==> src/rtl/pc_unit_ras_pkg.sv <==
// Shared types and helpers for the fetch-stage PC unit.
// Next-PC source select, instruction size, pseudo-direct jump target.
package pc_pkg;

  typedef enum logic [2:0] {
    PC_SEQ,
    PC_BR,
    PC_J,
    PC_JR,
    PC_RET,
    PC_HOLD
  } pc_sel_e;

  localparam int INSTR_BYTES = 4;

  // Worked at 64 bits so one helper serves both PC widths.
  function automatic logic [63:0] jump_target(
    input logic [63:0] pc_plus_4,
    input logic [25:0] jump_imm
  );
    return {pc_plus_4[63:28], jump_imm, 2'b00};
  endfunction

endpackage

==> src/rtl/pc_unit_ras_ras.sv <==
// Circular return-address stack for the PC unit.
// Overflow overwrites the oldest entry; underflow leaves state untouched.
module pc_ras #(
  parameter int XLEN      = 32,
  parameter int RAS_DEPTH = 4
) (
  input  logic            clk,
  input  logic            rst_n,
  input  logic            push,
  input  logic            pop,
  input  logic [XLEN-1:0] push_data,
  output logic [XLEN-1:0] top,
  output logic            empty,
  output logic            full,
  output logic            overflow,
  output logic            underflow
);

  localparam int PW = $clog2(RAS_DEPTH);
  localparam int CW = $clog2(RAS_DEPTH + 1);

  logic [XLEN-1:0] r_mem [RAS_DEPTH];
  logic [PW-1:0]   r_ptr;
  logic [CW-1:0]   r_count;
  logic [PW-1:0]   w_top_idx;

  assign w_top_idx = r_ptr - 1'b1;
  assign top       = r_mem[w_top_idx];
  assign empty     = (r_count == '0);
  assign full      = (r_count == CW'(RAS_DEPTH));
  assign overflow  = push & full;
  assign underflow = pop & empty;

  // Pointer and occupancy; ptr wraps naturally at a power-of-two depth.
  always_ff @(posedge clk or negedge rst_n) begin
    if (!rst_n) begin
      r_ptr   <= '0;
      r_count <= '0;
    end else if (push) begin
      r_ptr <= r_ptr + 1'b1;
      if (!full) r_count <= r_count + 1'b1;
    end else if (pop && !empty) begin
      r_ptr   <= r_ptr - 1'b1;
      r_count <= r_count - 1'b1;
    end
  end

  // Entry storage, written at ptr on every push.
  always_ff @(posedge clk) begin
    if (push) r_mem[r_ptr] <= push_data;
  end

endmodule

==> src/rtl/pc_unit_ras.sv <==
// Fetch-stage program counter with return-address stack.
// Optional halt-on-address feature: define PC_HALT_EN.
module pc_unit_ras
  import pc_pkg::*;
#(
  parameter int              XLEN      = 32,
  parameter logic [XLEN-1:0] RESET_VEC = '0,
  parameter int              RAS_DEPTH = 4,
  parameter logic [31:0]     HALT_PC   = 32'h14
) (
  input  logic            clk,
  input  logic            rst_n,
  input  logic            stall,
  input  logic            branch_taken,
  input  logic [XLEN-1:0] branch_addr,
  input  logic            jump,
  input  logic [25:0]     jump_imm,
  input  logic            jump_link,
  input  logic            jump_reg,
  input  logic            ret,
  input  logic [XLEN-1:0] jr_addr,
  output logic [XLEN-1:0] cur_pc,
  output logic [XLEN-1:0] pc_plus_4,
  output logic [XLEN-1:0] next_pc,
  output logic            ras_empty,
  output logic            ras_full,
  output logic            ras_err,
  output logic            pc_halted
);

  logic [XLEN-1:0] r_pc;
  logic            r_err;
  logic            w_halted;
  logic            w_hold;
  logic            w_ret;
  logic            w_push;
  logic            w_pop;
  logic [XLEN-1:0] w_top;
  logic [XLEN-1:0] w_jt;
  logic            w_ovf;
  logic            w_unf;
  pc_sel_e         w_sel;

  assign w_hold    = stall | w_halted;
  assign w_ret     = ret & jump_reg;
  assign w_pop     = w_ret & ~w_hold;
  assign w_push    = jump & jump_link & ~w_ret & ~w_hold;
  assign pc_plus_4 = r_pc + XLEN'(INSTR_BYTES);
  assign w_jt      = XLEN'(jump_target(64'(pc_plus_4), jump_imm));
  assign cur_pc    = r_pc;
  assign ras_err   = r_err;
  assign pc_halted = w_halted;

  pc_ras #(
    .XLEN      (XLEN),
    .RAS_DEPTH (RAS_DEPTH)
  ) u_ras (
    .clk       (clk),
    .rst_n     (rst_n),
    .push      (w_push),
    .pop       (w_pop),
    .push_data (pc_plus_4),
    .top       (w_top),
    .empty     (ras_empty),
    .full      (ras_full),
    .overflow  (w_ovf),
    .underflow (w_unf)
  );

  // Priority encode the next-PC source.
  always_comb begin
    w_sel = PC_SEQ;
    if (w_hold)            w_sel = PC_HOLD;
    else if (w_ret)        w_sel = PC_RET;
    else if (jump_reg)     w_sel = PC_JR;
    else if (jump)         w_sel = PC_J;
    else if (branch_taken) w_sel = PC_BR;
  end

  // Next-PC mux; an empty-stack return falls back to jr_addr.
  always_comb begin
    next_pc = pc_plus_4;
    unique case (w_sel)
      PC_HOLD: next_pc = r_pc;
      PC_RET:  next_pc = ras_empty ? jr_addr : w_top;
      PC_JR:   next_pc = jr_addr;
      PC_J:    next_pc = w_jt;
      PC_BR:   next_pc = branch_addr;
      default: next_pc = pc_plus_4;
    endcase
  end

  // Current PC register.
  always_ff @(posedge clk or negedge rst_n) begin
    if (!rst_n) r_pc <= RESET_VEC;
    else        r_pc <= next_pc;
  end

  // Sticky stack error, cleared only by reset.
  always_ff @(posedge clk or negedge rst_n) begin
    if (!rst_n)              r_err <= 1'b0;
    else if (w_ovf || w_unf) r_err <= 1'b1;
  end

`ifdef PC_HALT_EN
  logic r_halted;
  assign w_halted = r_halted;

  // Halt once fetch is steered to the halt address.
  always_ff @(posedge clk or negedge rst_n) begin
    if (!rst_n)
      r_halted <= 1'b0;
    else if (!w_hold && next_pc == XLEN'(HALT_PC))
      r_halted <= 1'b1;
  end
`else
  assign w_halted = 1'b0;
`endif

endmodule

==> config.mk <==
export PLATFORM = sky130hd
export DESIGN_NAME = pc_unit_ras
export DESIGN_NICKNAME = d
export VERILOG_FILES = /design/src/rtl/pc_unit_ras_pkg.sv /design/src/rtl/pc_unit_ras_ras.sv /design/src/rtl/pc_unit_ras.sv
export SDC_FILE = /design/constraint.sdc
export NUM_CORES = 1
export LEC_CHECK = 0
export CAP_MARGIN = 20
export CORE_MARGIN = 5
export CORE_UTILIZATION = 30
export DETAILED_ROUTE_END_ITERATION = 6
export SYNTH_ARGS = -nofsm -noshare
export SYNTH_HDL_FRONTEND = slang
export SYNTH_HIERARCHICAL = 1
export SYNTH_SLANG_ARGS = --single-unit
==> constraint.sdc <==
create_clock -name clk -period 7.5 [get_ports clk]
set_input_delay 1.5 -clock clk [delete_from_list [all_inputs] [get_ports clk]]
set_output_delay 1.5 -clock clk [all_outputs]
set_load 0.005 [all_outputs]
### Floorplan with the power grid

Bar = 50 um. Pins as bars on the die edge. Tap cells in gray.
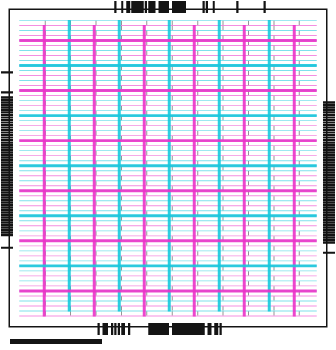
[VSS] magenta
[VDD] cyan
tap cells: 335
met1 rails: 60
rows: 59
met5 straps: 11
die height: 172 um
core area: 25,900 um^2
die width: 172 um
Max IR drop VDD: 194 uV

### Placement by cell class

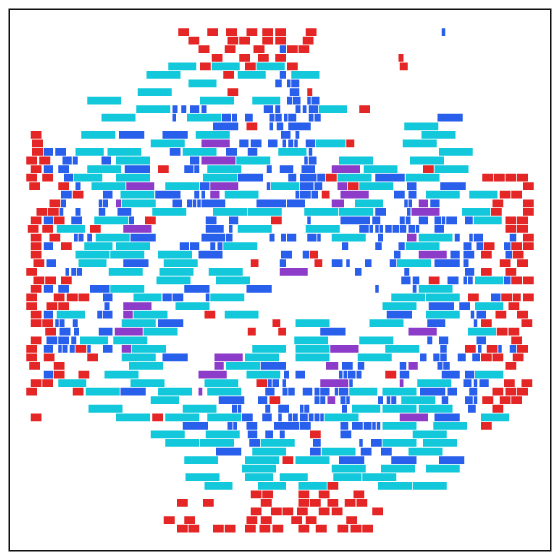
[clock drivers and dummy loads] purple | cells: 32
[remaining buffers and delay cells] red | cells: 206
[remaining logic cells] blue | cells: 334
[registers] cyan | cells: 166
Final Core Density: 0.411
Seq/total area: 0.450
row cnt: 59
final instance area: 10,700 um^2

==> out/metrics.csv <==
stage,metric,value,unit
pwr,Switching Fraction,0.318,
global_routing,largest net degree at the start of global routing,43,
synthesis,Mapped Area,7830,um^2
pwr,Seq pwr share,0.387,
worst_setup_path,worst setup path startpoint,jump_reg,
pwr,Max power group,sequential cells,
worst_hold_path,Min-Delay Path Class,reg -> reg,
die,initial core utilization,0.302,
cells_and_area,Top cells excl fill/tap,"194 x clkdlybuf4s50_1, 128 x edfxtp_1, 37 x dfrtp_1",
pwr,Pwr Density,306,nW/um^2
place,HPWL after DPL,17500,um
global_routing,global routing's busiest layer,met2,
sta,final setup margin,1540,ps
job,max-cap viol count,0,
die,TAP cells,335,
cells_and_area,NonClk Buf Share,0.190,
synthesis,Post-synth ARST share,0.229,
synthesis,flip-flops with a built-in enable,128,
job,Log Warnings,29,
sta,slew margin rel.,0.273,
pwr,Lkg Pwr,0.00370,uW
sta,Fin. Hold Viols,0,
global_routing,grt met1 use,0.228,
pwr,Comb pwr share,0.353,
clock_tree,clock tree buffer depth,2,
cells_and_area,Top cell excl fill/tap,clkdlybuf4s50_1,
synthesis,"top cells, area","edfxtp_1 49%, dfrtp_1 12%, mux4_2 8.3%",
cells_and_area,Leading cell kind,flip-flops and latches,
cells_and_area,multi-input logic portion of the cell area,0.263,
worst_setup_path,reg-to-reg startpoint,u_ras/r_ptr[0],
die,die area,29400,um^2
detailed_routing,DRC viols,0,
sta,Fmax,0.168,GHz
synthesis,Avg Synthesized Cell Area,14.6,um^2
synthesis,yosys stat chip area,7830,um^2
run_status,status,finished clean,
worst_setup_path,FF-to-FF path depth,7,
worst_hold_path,Hold EP,ras_err,
cells_and_area,Non-Clock Inverter Count,10,
cells_and_area,MI comb area,2810,um^2
place,Placement Setup Slack,1570,ps
cells_and_area,post-route non-filler standard cell count,1073,
synthesis,Max-area cell share,0.491,
global_routing,gr usage total,0.172,
pwr,P_comb,1150,uW
synthesis,"Net Count, Synth",640,
cells_and_area,share of layout cells above drive strength 1,0.126,
global_routing,met2 track demand over resource,0.286,
die,num ports,198,
### Clock wires, drivers and flops

Bar = 50 um.
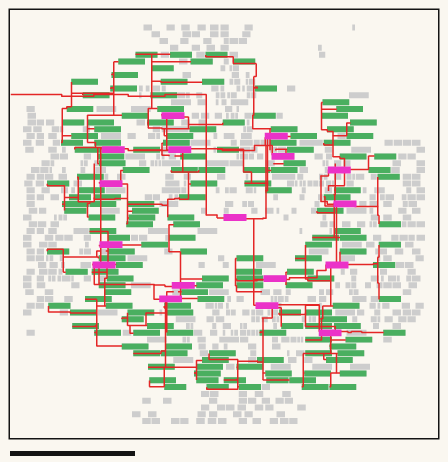
[flip-flops] green | count: 166
[clock wires] red | length: 2,110 um
[clock-net drivers] magenta | count: 17
routed clock nets: 18
Clock Power Share: 0.261
P_clk: 850 uW
Clock Skew: 12.4 ps
clk latency late pin: 430 ps

## flip-flops by register name, indices dropped and copies added, names as in the netlist
signal / count
ras_err: 1
u_ras/r_count: 3
cur_pc: 32
u_ras/r_mem: 128
u_ras/r_ptr: 2
## critical path, cell delays in order
cell and delay, ps:
clkdlybuf4s50_1 710, nand2b_1 300, nor2_2 640, buf_4 350, a222oi_1 90, a2bb2oi_1 300
clkdlybuf4s50_1 570
## kinds of logic after synthesis
family                     synth area share
AOI/OAI and AO/OA                     0.123
xor gates and xnor gates             0.0343
adders and majority gates            0.0105
buffers and inverters                0.0326
DFF                                   0.612
muxes                                 0.101
other                              0.000479
and+or+nand+nor                      0.0859
## routing by layer
metal  vias up  part of all wire
li1       2536                 -
met1      2832              0.41
met2       267              0.49
met3        22             0.085
met4         0             0.014
met5         -                 0
No activity file was given, so power comes from the tool's default toggle rates.
